==> src/rtl/fb_write_sched.sv <==
// fb_write_sched: arbitrates the framebuffer write port between the UART pixel
// stream and a whole-bank fill engine, and owns double-buffer bank swapping.
module fb_write_sched #(
  parameter int ADDR_W     = 15,
  parameter int FIFO_DEPTH = 8
) (
  input  logic              clk,
  input  logic              reset_n,
  input  logic [7:0]        data_in,
  input  logic              data_valid,
  input  logic              image_start,
  input  logic              image_end,
  input  logic              clear_req,
  input  logic [1:0]        clear_color,
  input  logic              lcd_vsync,
  output logic              wr_en,
  output logic [ADDR_W-1:0] wr_addr,
  output logic [1:0]        wr_data,
  output logic              wr_bank,
  output logic              rd_bank,
  output logic              clear_busy,
  output logic              image_complete,
  output logic              overflow,
  output logic [7:0]        frame_count
);

  localparam int PW = $clog2(FIFO_DEPTH);

  typedef enum logic [1:0] {IDLE, RECV, DRAIN, WAIT_VS} state_t;

  state_t            state;
  logic [7:0]        fifo_mem [FIFO_DEPTH];
  logic [PW:0]       wptr;
  logic [PW:0]       rptr;
  logic [PW:0]       fifo_count;
  logic              fifo_empty;
  logic              fifo_full;
  logic [7:0]        fifo_head;
  logic [7:0]        shift_byte;
  logic [2:0]        pix_left;
  logic [ADDR_W-1:0] pix_addr;
  logic              addr_sat;
  logic [ADDR_W:0]   fill_next;
  logic [1:0]        fill_color;
  logic              vs_meta;
  logic              vs_sync;
  logic              vs_prev;

  logic              push;
  logic              fill_accept;
  logic              fill_writing;
  logic              unpack_load;
  logic              unpack_step;
  logic [1:0]        pix_sel;
  logic              swap_evt;
  logic              do_swap;

  assign fifo_count   = wptr - rptr;
  assign fifo_empty   = (wptr == rptr);
  assign fifo_full    = (fifo_count == (PW+1)'(FIFO_DEPTH));
  assign fifo_head    = fifo_mem[rptr[PW-1:0]];
  assign push         = (state == RECV) && data_valid && !image_start;

  // The fill owns the port from the accepting edge until its last address is written.
  assign fill_accept  = clear_req && !clear_busy;
  assign fill_writing = fill_accept || (clear_busy && !fill_next[ADDR_W]);
  assign unpack_load  = !fill_writing && !image_start && (pix_left == 3'd0) && !fifo_empty;
  assign unpack_step  = !fill_writing && !image_start && (pix_left != 3'd0);
  assign pix_sel      = unpack_load ? fifo_head[7:6] : shift_byte[7:6];

  assign swap_evt     = vs_prev && !vs_sync;
  assign do_swap      = (state == WAIT_VS) && !image_start && swap_evt &&
                        !clear_busy && !fill_accept;
  assign rd_bank      = ~wr_bank;

  always_ff @(posedge clk) begin
    if (reset_n && push && !fifo_full)
      fifo_mem[wptr[PW-1:0]] <= data_in;
  end

  always_ff @(posedge clk) begin
    if (!reset_n) begin
      state          <= IDLE;
      wptr           <= '0;
      rptr           <= '0;
      shift_byte     <= '0;
      pix_left       <= '0;
      pix_addr       <= '0;
      addr_sat       <= 1'b0;
      fill_next      <= '0;
      fill_color     <= '0;
      vs_meta        <= 1'b1;
      vs_sync        <= 1'b1;
      vs_prev        <= 1'b1;
      wr_en          <= 1'b0;
      wr_addr        <= '0;
      wr_data        <= '0;
      wr_bank        <= 1'b1;
      clear_busy     <= 1'b0;
      image_complete <= 1'b0;
      overflow       <= 1'b0;
      frame_count    <= '0;
    end else begin
      wr_en          <= 1'b0;
      image_complete <= 1'b0;
      vs_meta        <= lcd_vsync;
      vs_sync        <= vs_meta;
      vs_prev        <= vs_sync;

      if (fill_accept) begin
        clear_busy <= 1'b1;
        fill_color <= clear_color;
        fill_next  <= (ADDR_W+1)'(1);
        wr_en      <= 1'b1;
        wr_addr    <= '0;
        wr_data    <= clear_color;
      end else if (clear_busy) begin
        if (fill_next[ADDR_W]) begin
          clear_busy <= 1'b0;
        end else begin
          wr_en     <= 1'b1;
          wr_addr   <= fill_next[ADDR_W-1:0];
          wr_data   <= fill_color;
          fill_next <= fill_next + 1'b1;
        end
      end

      // A new image start flushes all stream state regardless of the current state.
      if (image_start) begin
        wptr     <= '0;
        rptr     <= '0;
        pix_left <= '0;
        pix_addr <= '0;
        addr_sat <= 1'b0;
        overflow <= 1'b0;
        state    <= RECV;
      end else begin
        if (push) begin
          if (fifo_full) overflow <= 1'b1;
          else           wptr     <= wptr + 1'b1;
        end

        if (unpack_load || unpack_step) begin
          if (unpack_load) begin
            rptr       <= rptr + 1'b1;
            shift_byte <= {fifo_head[5:0], 2'b00};
            pix_left   <= 3'd3;
          end else begin
            shift_byte <= {shift_byte[5:0], 2'b00};
            pix_left   <= pix_left - 3'd1;
          end
          if (addr_sat) begin
            overflow <= 1'b1;
          end else begin
            wr_en   <= 1'b1;
            wr_addr <= pix_addr;
            wr_data <= pix_sel;
            if (&pix_addr) addr_sat <= 1'b1;
            else           pix_addr <= pix_addr + 1'b1;
          end
        end

        case (state)
          RECV:  if (image_end) state <= DRAIN;
          DRAIN: if (fifo_empty && (pix_left == 3'd0) && !clear_busy) state <= WAIT_VS;
          WAIT_VS: begin
            if (do_swap) begin
              wr_bank        <= ~wr_bank;
              image_complete <= 1'b1;
              frame_count    <= frame_count + 8'd1;
              state          <= IDLE;
            end
          end
          default: ;
        endcase
      end
    end
  end

endmodule

==> config.mk <==
export PLATFORM = sky130hd
export DESIGN_NAME = fb_write_sched
export DESIGN_NICKNAME = d
export VERILOG_FILES = /design/src/rtl/fb_write_sched.sv
export SDC_FILE = /design/constraint.sdc
export NUM_CORES = 1
export LEC_CHECK = 0
export CAP_MARGIN = 20
export CORE_MARGIN = 1.5
export CORE_UTILIZATION = 45
export DETAILED_ROUTE_END_ITERATION = 10
export GPL_ROUTABILITY_DRIVEN = 0
export PLACE_DENSITY = 0.66
export SLEW_MARGIN = 20
export SYNTH_ARGS = -nofsm -noshare
export SYNTH_HDL_FRONTEND = slang
export SYNTH_SLANG_ARGS = --single-unit
==> constraint.sdc <==
create_clock -name clk -period 2.85 [get_ports clk]
set_input_delay 0.855 -clock clk [delete_from_list [all_inputs] [get_ports clk]]
set_output_delay 0.855 -clock clk [all_outputs]
set_load 0.005 [all_outputs]
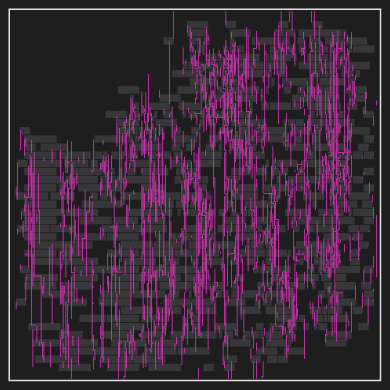
**Above:** met2 routing.
(3 px per um) Cells faint in the background.
The layer carries 6440 um of wire. The layer holds 47% of the routed length.
met2 usage: 0.310
final wirelength: 13700 um

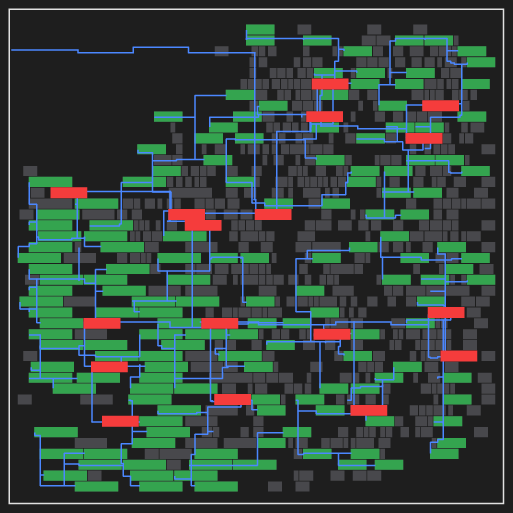
**Above:** routed clock nets over the placement.
(4 px per um)
clock wires: shown in blue, length 1820 um. cells driving clock nets: shown in red, count 17. flip-flops: shown in green, count 153.
Position of the flops: widely spread.
Clock Power Share: 0.482
worst skew pair latency: 0.42 ns
Clock Skew: 0.00780 ns
Clock net power: 2320 uW

==> flow_metrics.env <==
# yosys + openroad results
export IMPL_cts_hold_buf=0
export IMPL_flop_cell="dfxtp_1"
export IMPL_reg2reg_depth=8
export IMPL_ant_nets=0
export IMPL_clock_sinks=153
export IMPL_finalHoldViolations=0
export IMPL_wire_per_inst_um=16.6
export IMPL_io_buffers=47
export IMPL_slew_violations=0
export IMPL_final_min_clock_period_ns=2.69
export IMPL_antenna_found_initial=0
export IMPL_synth_stat_cells=569
export IMPL_synth_cells=569
export IMPL_yosys_area_sq_mm=0.00650
export IMPL_startpoint="data_valid"
export IMPL_post_cts_buffers=0
export IMPL_r2r_end="fifo_mem[0][6]"
export IMPL_ys_warn_count=0
export IMPL_edf_count=64
export IMPL_dp_slack_ns=-0.221
export IMPL_diodes=0
export IMPL_dpl_hpwl_um=9620
export IMPL_ys_ff=153
export IMPL_cts_tree="built"
export IMPL_die_w_um=123
export IMPL_drc=0
export IMPL_setup_worst_path_start_class="primary input"
export IMPL_final_setup_viol_count=0
export IMPL_cts_root_buf="clkbuf_16"
export IMPL_numCtsBuffers=17
export IMPL_area_growth_pct=21.4
export IMPL_critPathMaxFanout=8
export IMPL_path_class="primary input to register"
export IMPL_rsz0062_at_grt="no"
export IMPL_nets=662
export IMPL_cts_path_max_buffers=2
export IMPL_tightest_slew_ns=0.711
export IMPL_grt_max_degree=35
export IMPL_avgSynthCellArea_sq_um=11.4
export IMPL_ir_drop_mv=0.701
export IMPL_crit_end="fifo_mem[0][6]"
export IMPL_cts_resized=0
export IMPL_grt_pass1_vias=4497
export IMPL_finalWorstSetupSlack_ns=0.162
export IMPL_topCellsByArea="edfxtp_1 (30%), dfxtp_1 (27%), mux4_2 (5.5%)"
export IMPL_pwr_density_cell_mw_per_mm2=610
export IMPL_hold_ws_ns=0.417
export IMPL_status="completed"
export IMPL_drive_gt1_frac=0.139
export IMPL_worst_hold_path_type="register to register"
export IMPL_fp_util=0.465
export IMPL_slew_headroom=0.526
export IMPL_crit_arrival_ns=2.82
export IMPL_warnings=26
export IMPL_final_cell_mix="dfxtp_1 (89), nor2_1 (65), edfxtp_1 (64), clkdlybuf4s50_1 (47), buf_4 (30)"
export IMPL_htreeDepth=4
export IMPL_layout_top_cell="dfxtp_1"
export IMPL_grt_pass1_wl_um=22700
export IMPL_die_area_sq_mm=0.0152
export IMPL_crit_required_ns=2.98
export IMPL_synth_cell_area_sq_mm=0.00650
export IMPL_grtUsageTotal=0.196
export IMPL_maxCapViolCount=0
export IMPL_fillers=1114
export IMPL_p_leak_uw=0.00263
export IMPL_placed_cell_area_sq_mm=0.00729
export IMPL_grt_ovfl_total=0
export IMPL_fp_nets=596
export IMPL_clkTransAtPathRegs_ns=0.06
export IMPL_top_cell_area_share=0.296
export IMPL_dr_pass1_iters=7
export IMPL_routed_via_density=5.65
export IMPL_holdPathEnd="vs_sync"
export IMPL_ios=48
export IMPL_synth_seq_share=0.570
export IMPL_fmax_mhz=372
export IMPL_vias=4672
export IMPL_synth_cell_type_count=60
export IMPL_async_flop_share=0
export IMPL_synth_area_leader_cell="edfxtp_1"
export IMPL_period_used=0.943
export IMPL_holdCritStartpoint="vs_meta"
export IMPL_r2r_slack_ns=0.24
export IMPL_worstHoldPathCells=1
export IMPL_drt_iter0_drc=407
export IMPL_die_h_um=123
export IMPL_worstReg2RegStart="wptr[0]"
export IMPL_top_cell="dfxtp_1"
export IMPL_top_cells_by_count="dfxtp_1 (89), nor2_1 (65), edfxtp_1 (64)"
export IMPL_end_kind="register"
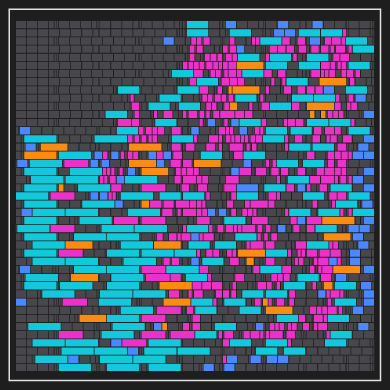
**Above:** cells coloured by class.
(3 px per um) Fill, decap, tap and diode cells in grey.
all other logic: shown in magenta, cells 385. clock drivers and dummy loads: shown in orange, cells 31. flip-flops: shown in cyan, cells 153. other buffers and delay cells: shown in blue, cells 78.
post-route cell area: 0.00790 sq mm
site row count: 43
Final Util: 0.564
core area: 0.0140 sq mm

[cell type report]
class,instances,area (sq um),share of cell area
Tap cell,180,225,0.0285
Clock buffer,17,425,0.0539
Clock inverter,14,180,0.0228
Timing Repair Buffer,78,716,0.0906
Sequential cell,153,3700,0.469
Inverter,16,60.1,0.00761
Multi-Input combinational cell,369,2580,0.327
[state kept, by name, summed over array words and instances (netlist names), 2 cells and up, named ones only]
name and flops:
fifo_mem 64, fill_next 16, pix_addr 15, wr_addr 15, frame_count 8, shift_byte 6, rptr 4, wptr 4
pix_left 3, fill_color 2, state 2, wr_data 2
[kinds of logic after synthesis]
group                      synth area share
and+or+nand+nor                       0.168
DFF                                   0.570
AOI/OAI and AO/OA                     0.102
buffers and inverters                0.0337
muxes                                0.0739
xor gates and xnor gates             0.0337
adders and majority gates            0.0192
[metrics by stage]
step	power, uW	std cells	TNS [ns]	util
after floorplan	2450	569	0	-
after CTS	4860	827	0	0.564
after global routing	4970	827	0	0.564
after global placement	2540	796	-6.46	0.521
after detailed placement	2540	796	-6.98	0.521
final	4820	827	0	0.564
[worst max-delay path, cell delays in order]
cell and delay [ns]:
clkdlybuf4s50_1 0.51, or4bb_1 0.57, or4_4 0.55, nor3_2 0.12, buf_4 0.20
[metal layers]
layer,part of all wire,vias up,global-route usage
met5,0,-,0
met2,0.47,140,0.310
met4,0.013,0,0.0668
met3,0.049,18,0.0512
li1,-,2247,-
met1,0.47,2267,0.263
[power by group]
part	switching [uW]	internal (uW)
Combinational	101	80.1
Sequential	17.5	2300
Clock	873	1450
No activity file was given, so power comes from the tool's default toggle rates.
